[config.mk]
export PLATFORM = sky130hd
export DESIGN_NAME = oam_sprite_eval
export DESIGN_NICKNAME = d
export VERILOG_FILES = /design/src/rtl/ppu_pkg.sv /design/src/rtl/sprite_range_cmp.sv /design/src/rtl/oam_sprite_eval.sv
export SDC_FILE = /design/constraint.sdc
export NUM_CORES = 1
export LEC_CHECK = 0
export ABC_AREA = 0
export CAP_MARGIN = 30
export CORE_MARGIN = 8
export CORE_UTILIZATION = 45
export CTS_CLUSTER_SIZE = 10
export DETAILED_ROUTE_END_ITERATION = 6
export GPL_TIMING_DRIVEN = 0
export PLACE_DENSITY_LB_ADDON = 0.08
export SETUP_SLACK_MARGIN = 0.15
export SYNTH_ARGS = -nofsm -noshare
export SYNTH_HDL_FRONTEND = slang
export SYNTH_SLANG_ARGS = --single-unit
[constraint.sdc]
create_clock -name clk -period 2.9 [get_ports clk]
set_input_delay 0.58 -clock clk [delete_from_list [all_inputs] [get_ports clk]]
set_output_delay 0.58 -clock clk [all_outputs]
set_load 0.02 [all_outputs]
[src/rtl/ppu_pkg.sv]
// Shared PPU types: sprite-eval FSM states, OAM word field positions, sprite defaults.
package ppu_pkg;
   typedef enum logic [1:0] {
      ST_IDLE  = 2'd0,
      ST_SCAN  = 2'd1,
      ST_DRAIN = 2'd2,
      ST_DONE  = 2'd3
   } eval_state_e;

   localparam int OAM_X_LSB    = 0;
   localparam int OAM_X_MSB    = 7;
   localparam int OAM_Y_LSB    = 8;
   localparam int OAM_Y_MSB    = 15;
   localparam int OAM_PAT_LSB  = 16;
   localparam int OAM_PAT_MSB  = 23;
   localparam int OAM_ATTR_LSB = 24;
   localparam int OAM_ATTR_MSB = 31;

   localparam int SPR_H_DEF        = 16;
   localparam int MAX_PER_LINE_DEF = 8;
endpackage

[src/rtl/sprite_range_cmp.sv]
// Vertical hit test for one OAM object: Y <= line < Y+SPR_H, no wrap, plus row inside sprite.
module sprite_range_cmp
   import ppu_pkg::*;
#(
   parameter int SPR_H = SPR_H_DEF
) (
   input  logic [8:0] line_i,
   input  logic [7:0] y_i,
   output logic       hit_o,
   output logic [3:0] row_o
);
   logic [9:0] diff;

   // One extra bit so line < Y shows up as a borrow instead of wrapping.
   assign diff  = {1'b0, line_i} - {2'b00, y_i};
   assign hit_o = !diff[9] && (diff[8:0] < 9'(SPR_H));
   assign row_o = diff[3:0];
endmodule

[src/rtl/oam_sprite_eval.sv]
// Per-scanline OAM scan selecting up to MAX_PER_LINE sprites in index order.
// Define SPR_OVERFLOW_EN to report the overflow flag; otherwise the scan stops silently.
module oam_sprite_eval
   import ppu_pkg::*;
#(
   parameter int NUM_OBJ      = 64,
   parameter int MAX_PER_LINE = MAX_PER_LINE_DEF,
   parameter int SPR_H        = SPR_H_DEF
) (
   input  logic        clk,
   input  logic        reset,
   input  logic        line_start,
   input  logic [8:0]  next_line,
   output logic [5:0]  oam_rd_addr,
   input  logic [31:0] oam_rd_data,
   output logic        sel_valid,
   output logic [2:0]  sel_slot,
   output logic [31:0] sel_entry,
   output logic [3:0]  sel_row,
   output logic        eval_done,
   output logic        busy,
   output logic        overflow
);
   localparam int         CNT_W     = $clog2(MAX_PER_LINE + 1);
   localparam logic [5:0] LAST_ADDR = 6'(NUM_OBJ - 1);

   eval_state_e      state_q;
   logic [5:0]       addr_q;
   logic [8:0]       line_q;
   logic [CNT_W-1:0] count_q;
   logic             ret_q;
   logic             sel_valid_q, eval_done_q;
   logic [2:0]       sel_slot_q;
   logic [31:0]      sel_entry_q;
   logic [3:0]       sel_row_q;
   logic             hit;
   logic [3:0]       row;
   logic             take;
`ifdef SPR_OVERFLOW_EN
   logic             overflow_q;
`endif

   sprite_range_cmp #(.SPR_H(SPR_H)) u_cmp (
      .line_i (line_q),
      .y_i    (oam_rd_data[OAM_Y_MSB:OAM_Y_LSB]),
      .hit_o  (hit),
      .row_o  (row)
   );

   // ret_q marks a cycle whose oam_rd_data answers a read of the current line.
   assign take = ret_q && hit && (state_q == ST_SCAN || state_q == ST_DRAIN);

   always_ff @(posedge clk or negedge reset) begin
      if (!reset) begin
         state_q     <= ST_IDLE;
         addr_q      <= '0;
         line_q      <= '0;
         count_q     <= '0;
         ret_q       <= 1'b0;
         sel_valid_q <= 1'b0;
         sel_slot_q  <= '0;
         sel_entry_q <= '0;
         sel_row_q   <= '0;
         eval_done_q <= 1'b0;
`ifdef SPR_OVERFLOW_EN
         overflow_q  <= 1'b0;
`endif
      end else begin
         sel_valid_q <= 1'b0;
         eval_done_q <= 1'b0;
         if (line_start) begin
            state_q <= ST_SCAN;
            addr_q  <= '0;
            line_q  <= next_line;
            count_q <= '0;
            ret_q   <= 1'b0;
`ifdef SPR_OVERFLOW_EN
            overflow_q <= 1'b0;
`endif
         end else begin
            ret_q <= (state_q == ST_SCAN);
            case (state_q)
               ST_SCAN: begin
                  if (addr_q == LAST_ADDR) state_q <= ST_DRAIN;
                  else                     addr_q  <= addr_q + 6'd1;
               end
               ST_DRAIN: state_q <= ST_DONE;
               ST_DONE: begin
                  eval_done_q <= 1'b1;
                  state_q     <= ST_IDLE;
               end
               default: ;
            endcase
            if (take) begin
               if (count_q == CNT_W'(MAX_PER_LINE)) begin
`ifdef SPR_OVERFLOW_EN
                  overflow_q <= 1'b1;
`endif
                  state_q <= ST_DONE;
                  ret_q   <= 1'b0;
               end else begin
                  sel_valid_q <= 1'b1;
                  sel_slot_q  <= 3'(count_q);
                  sel_entry_q <= oam_rd_data;
                  sel_row_q   <= row;
                  count_q     <= count_q + 1'b1;
               end
            end
         end
      end
   end

   assign oam_rd_addr = addr_q;
   assign sel_valid   = sel_valid_q;
   assign sel_slot    = sel_slot_q;
   assign sel_entry   = sel_entry_q;
   assign sel_row     = sel_row_q;
   assign eval_done   = eval_done_q;
   assign busy        = (state_q != ST_IDLE);
`ifdef SPR_OVERFLOW_EN
   assign overflow    = overflow_q;
`else
   assign overflow    = 1'b0;
`endif
endmodule

==> images/port_trees.png <==
Drawn at 4 px/µm.
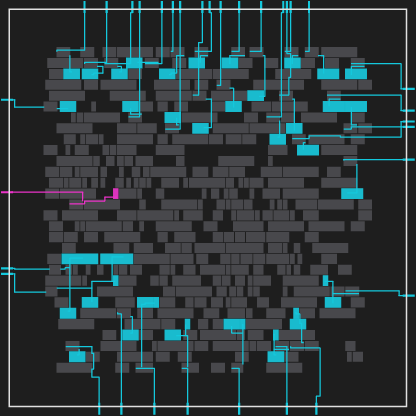
| port | colour | bits | direction | end cells | buffers | wire |
|---|---|---|---|---|---|---|
| `busy` | magenta | 1 | output | 1 | 1 | 33.4 µm |
| `oam_rd_data` | cyan | 32 | input | 41 | 32 | 841 µm |

==> images/m1.png <==
Drawn at 6 px/µm. Supply wires on this layer in grey.
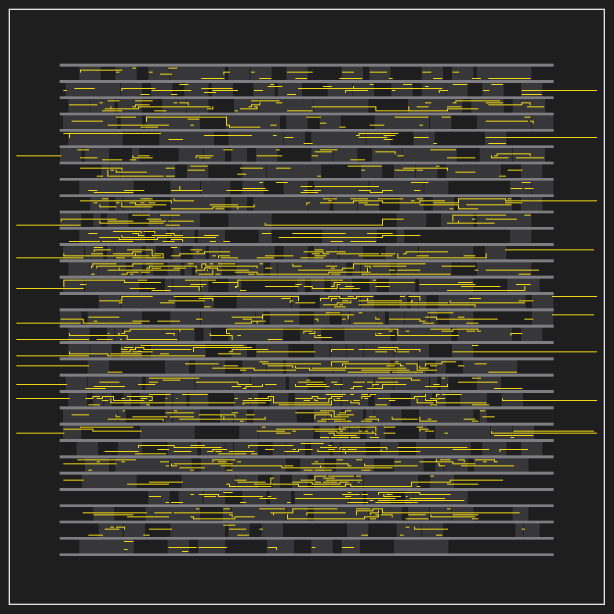
share of all routed wire: 45%
longest straight run: 28.5 µm

==> images/util_map.png <==
Drawn at 4 px/µm. The die is cut into 10 by 10 equal tiles; dark blue is low, red is high, 0 to 100% covered.
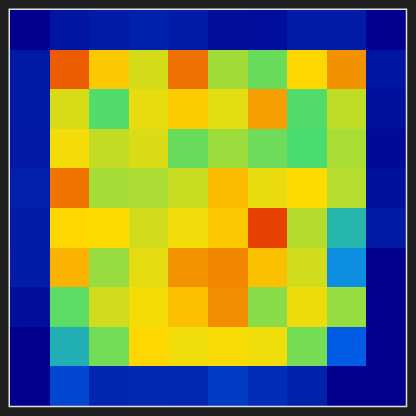
tiles over 75% full: 19%
fullest tile: 93%
nearly empty tiles: 9.0%
densest ninth of the die: centre
mean over tiles: 45%
emptiest ninth of the die: south-east

==> results_slide.txt <==
Physical Implementation Snapshot

Logic synthesis
  • Largest area contributor in the netlist: dfrtp_1
  • Register area share after synthesis: about half
  • Syn Std Cell Area: approximately 3100 µm²
  • Synth flops: ~63
  • Avg Cell Area, Syn: about 12 µm²
  • Aoi share: around 6%
  • Distinct cells, synth: approximately 44
  • Yosys Chip Area: 3100 µm²
  • Floorplan Nets: approximately 320
  • Yosys adder share: under 10%
  • Post-synth ARST share: 100%
  • Ys flop type: dfrtp_1
  • # Cells Yosys: 260
  • Post-synth EDFFs: 0

Cells and area
  • # diodes: 0
  • Final instance area: ~4500 µm²

Min path
  • HP Class: in2async

Worst setup path
  • CP Buf/Inv Count: 4
  • CP max FO: 10
  • Critical path class: in2reg
  • Worst EP arrival: between 2 and 3 ns
  • Required @ worst endpoint: between 3 and 4 ns

Status
  • Status: finished, final reports clean

Floorplan
  • I/O Pins: 93
  • Initial Util: 46.1%
  • Die W: between 90 and 100 µm
  • CORE AREA: 6720 µm²

Drt
  • Starting DRC count in detailed routing: 71
  • Remaining DRCs: 0
  • Wirelength, routed: 7.17 mm
  • Wire per inst: about 16 µm
  • Vias/cell: just over 5
  • Post-route ant nets: 0

GRT
  • Antenna violations before repair: 0
  • Vias in the first global route: 2456
  • Total Routing Usage GR: 15.4%
  • Global-route wire length before repair: 12.1 mm

STA
  • Worst Clk Skew: approximately 0.012 ns
  • Worst-Margin Slew: approximately 0.79 ns

Power
  • Worst IR Drop VDD: 426 µV
  • Total power: ~3 mW
  • Switching share of total power: between 30% and 40%

Placement
  • Port buffer count: roughly 90

Clocking
  • Deepest clock path buffer count: 2
  • # hold bufs at CTS: 0
  • Clock sink total: roughly 63
  • Root Driver: clkbuf_8
  • Latency at later pin: 0.34 ns
-- cell families (layout without fill, tap and decap cells) --
group,Yosys count,count (layout)
and+or+nand+nor,67,67
DFF,63,63
muxes,50,50
AOI/OAI and AO/OA,29,29
buffers and inverters,28,142
adders and majority gates,15,15
xor gates and xnor gates,7,7
other,1,1
-- flip-flops by register name (all words and copies together), names as in the netlist --
| signal | count |
|---|---|
| sel_valid | 1 |
| ret_q | 1 |
| oam_rd_addr | 6 |
| sel_slot | 3 |
| count_q | 4 |
| eval_done | 1 |
| line_q | 9 |
| sel_row | 4 |
| sel_entry | 32 |
| state_q | 2 |
-- worst paths after layout --
check	start	to	slack, ns	cells past startpoint
max	oam_rd_data[13]	sel_entry[28]	0.20	11
min	reset	sel_entry[11]	0.34	1
max reg2reg	line_q[0]	count_q[2]	0.35	9
min reg2reg	sel_entry[15]	sel_entry[15]	0.50	1
max in group asynchronous	reset	count_q[3]	2.05	1
min in group clk	sel_entry[15]	sel_entry[15]	0.50	1
-- power by group through the flow --
stage | combinational [mW] | sequential [mW] | clock, mW
after floorplan | 0.347 | 1.40 | 0
after global placement | 1.07 | 1.17 | 0
after detailed placement | 1.07 | 1.18 | 0
after CTS | 1.15 | 1.17 | 0.667
after global routing | 1.24 | 1.19 | 0.704
final | 1.16 | 1.17 | 0.648
-- timing repair --
action / 4_1_cts / 5_1_grt
endpoints found under the hold margin: 0 / 0
buffers inserted: 10 / 0
endpoints found under the setup margin: 41 / 37
resized: 29 / 14
pin swaps: 10 / 11
-- worst register-to-register path, delay by kind of cell (launching register included) --
kind	cells	cell delay (ns)
XOR/XNOR	1	0.16
AND/OR/NAND/NOR	3	0.87
adder cells (fa/ha/maj)	2	0.58
buffers and inverters	1	0.06
flip-flops	1	0.32
multiplexers	1	0.36
AND-OR/OR-AND	1	0.08
-- cells in the mapped netlist (3+ instances only) --
master / number
xnor2_1: 6
mux2i_1: 3
inv_1: 19
nor2b_1: 6
buf_2: 3
mux2_2: 39
o21ai_0: 6
mux2_4: 8
clkbuf_1: 3
ha_1: 14
nor2_1: 20
and3_1: 3
nand2_1: 14
nand2b_1: 3
a21oi_1: 10
dfrtp_1: 63
nand3_1: 5
-- through the flow --
stage / TNS (ns) / setup slack [ns]
3_5_place_dp: -17.10 / -0.544
4_1_cts: 0 / 0.153
5_1_grt: 0 / 0.155
6_report: 0 / 0.202
2_1_floorplan: 0 / 0.151
3_3_place_gp: -71.18 / -0.904
-- metal layers --
layer | vias up | part of all wire (%) | wire length [µm] | global-route usage [%]
met5 | - | 0 | 0 | 0
met4 | 0 | 1.4 | 97 | 6.97
met3 | 9 | 4.3 | 306 | 4.09
met2 | 50 | 50 | 3560 | 24.6
met1 | 1145 | 45 | 3210 | 19.1
li1 | 1113 | - | - | -
-- layout make-up --
class | instances | area [µm²]
Buffer | 9 | 80.1
Sequential cell | 63 | 1580
Clock buffer | 11 | 141
Timing Repair Buffer | 100 | 975
Fill cell | 532 | 2180
Tap cell | 80 | 100
Clock inverter | 3 | 21.3
Inverter | 19 | 71.3
Multi-Input combinational cell | 169 | 1570
Power is estimated from default activity; no workload was simulated.
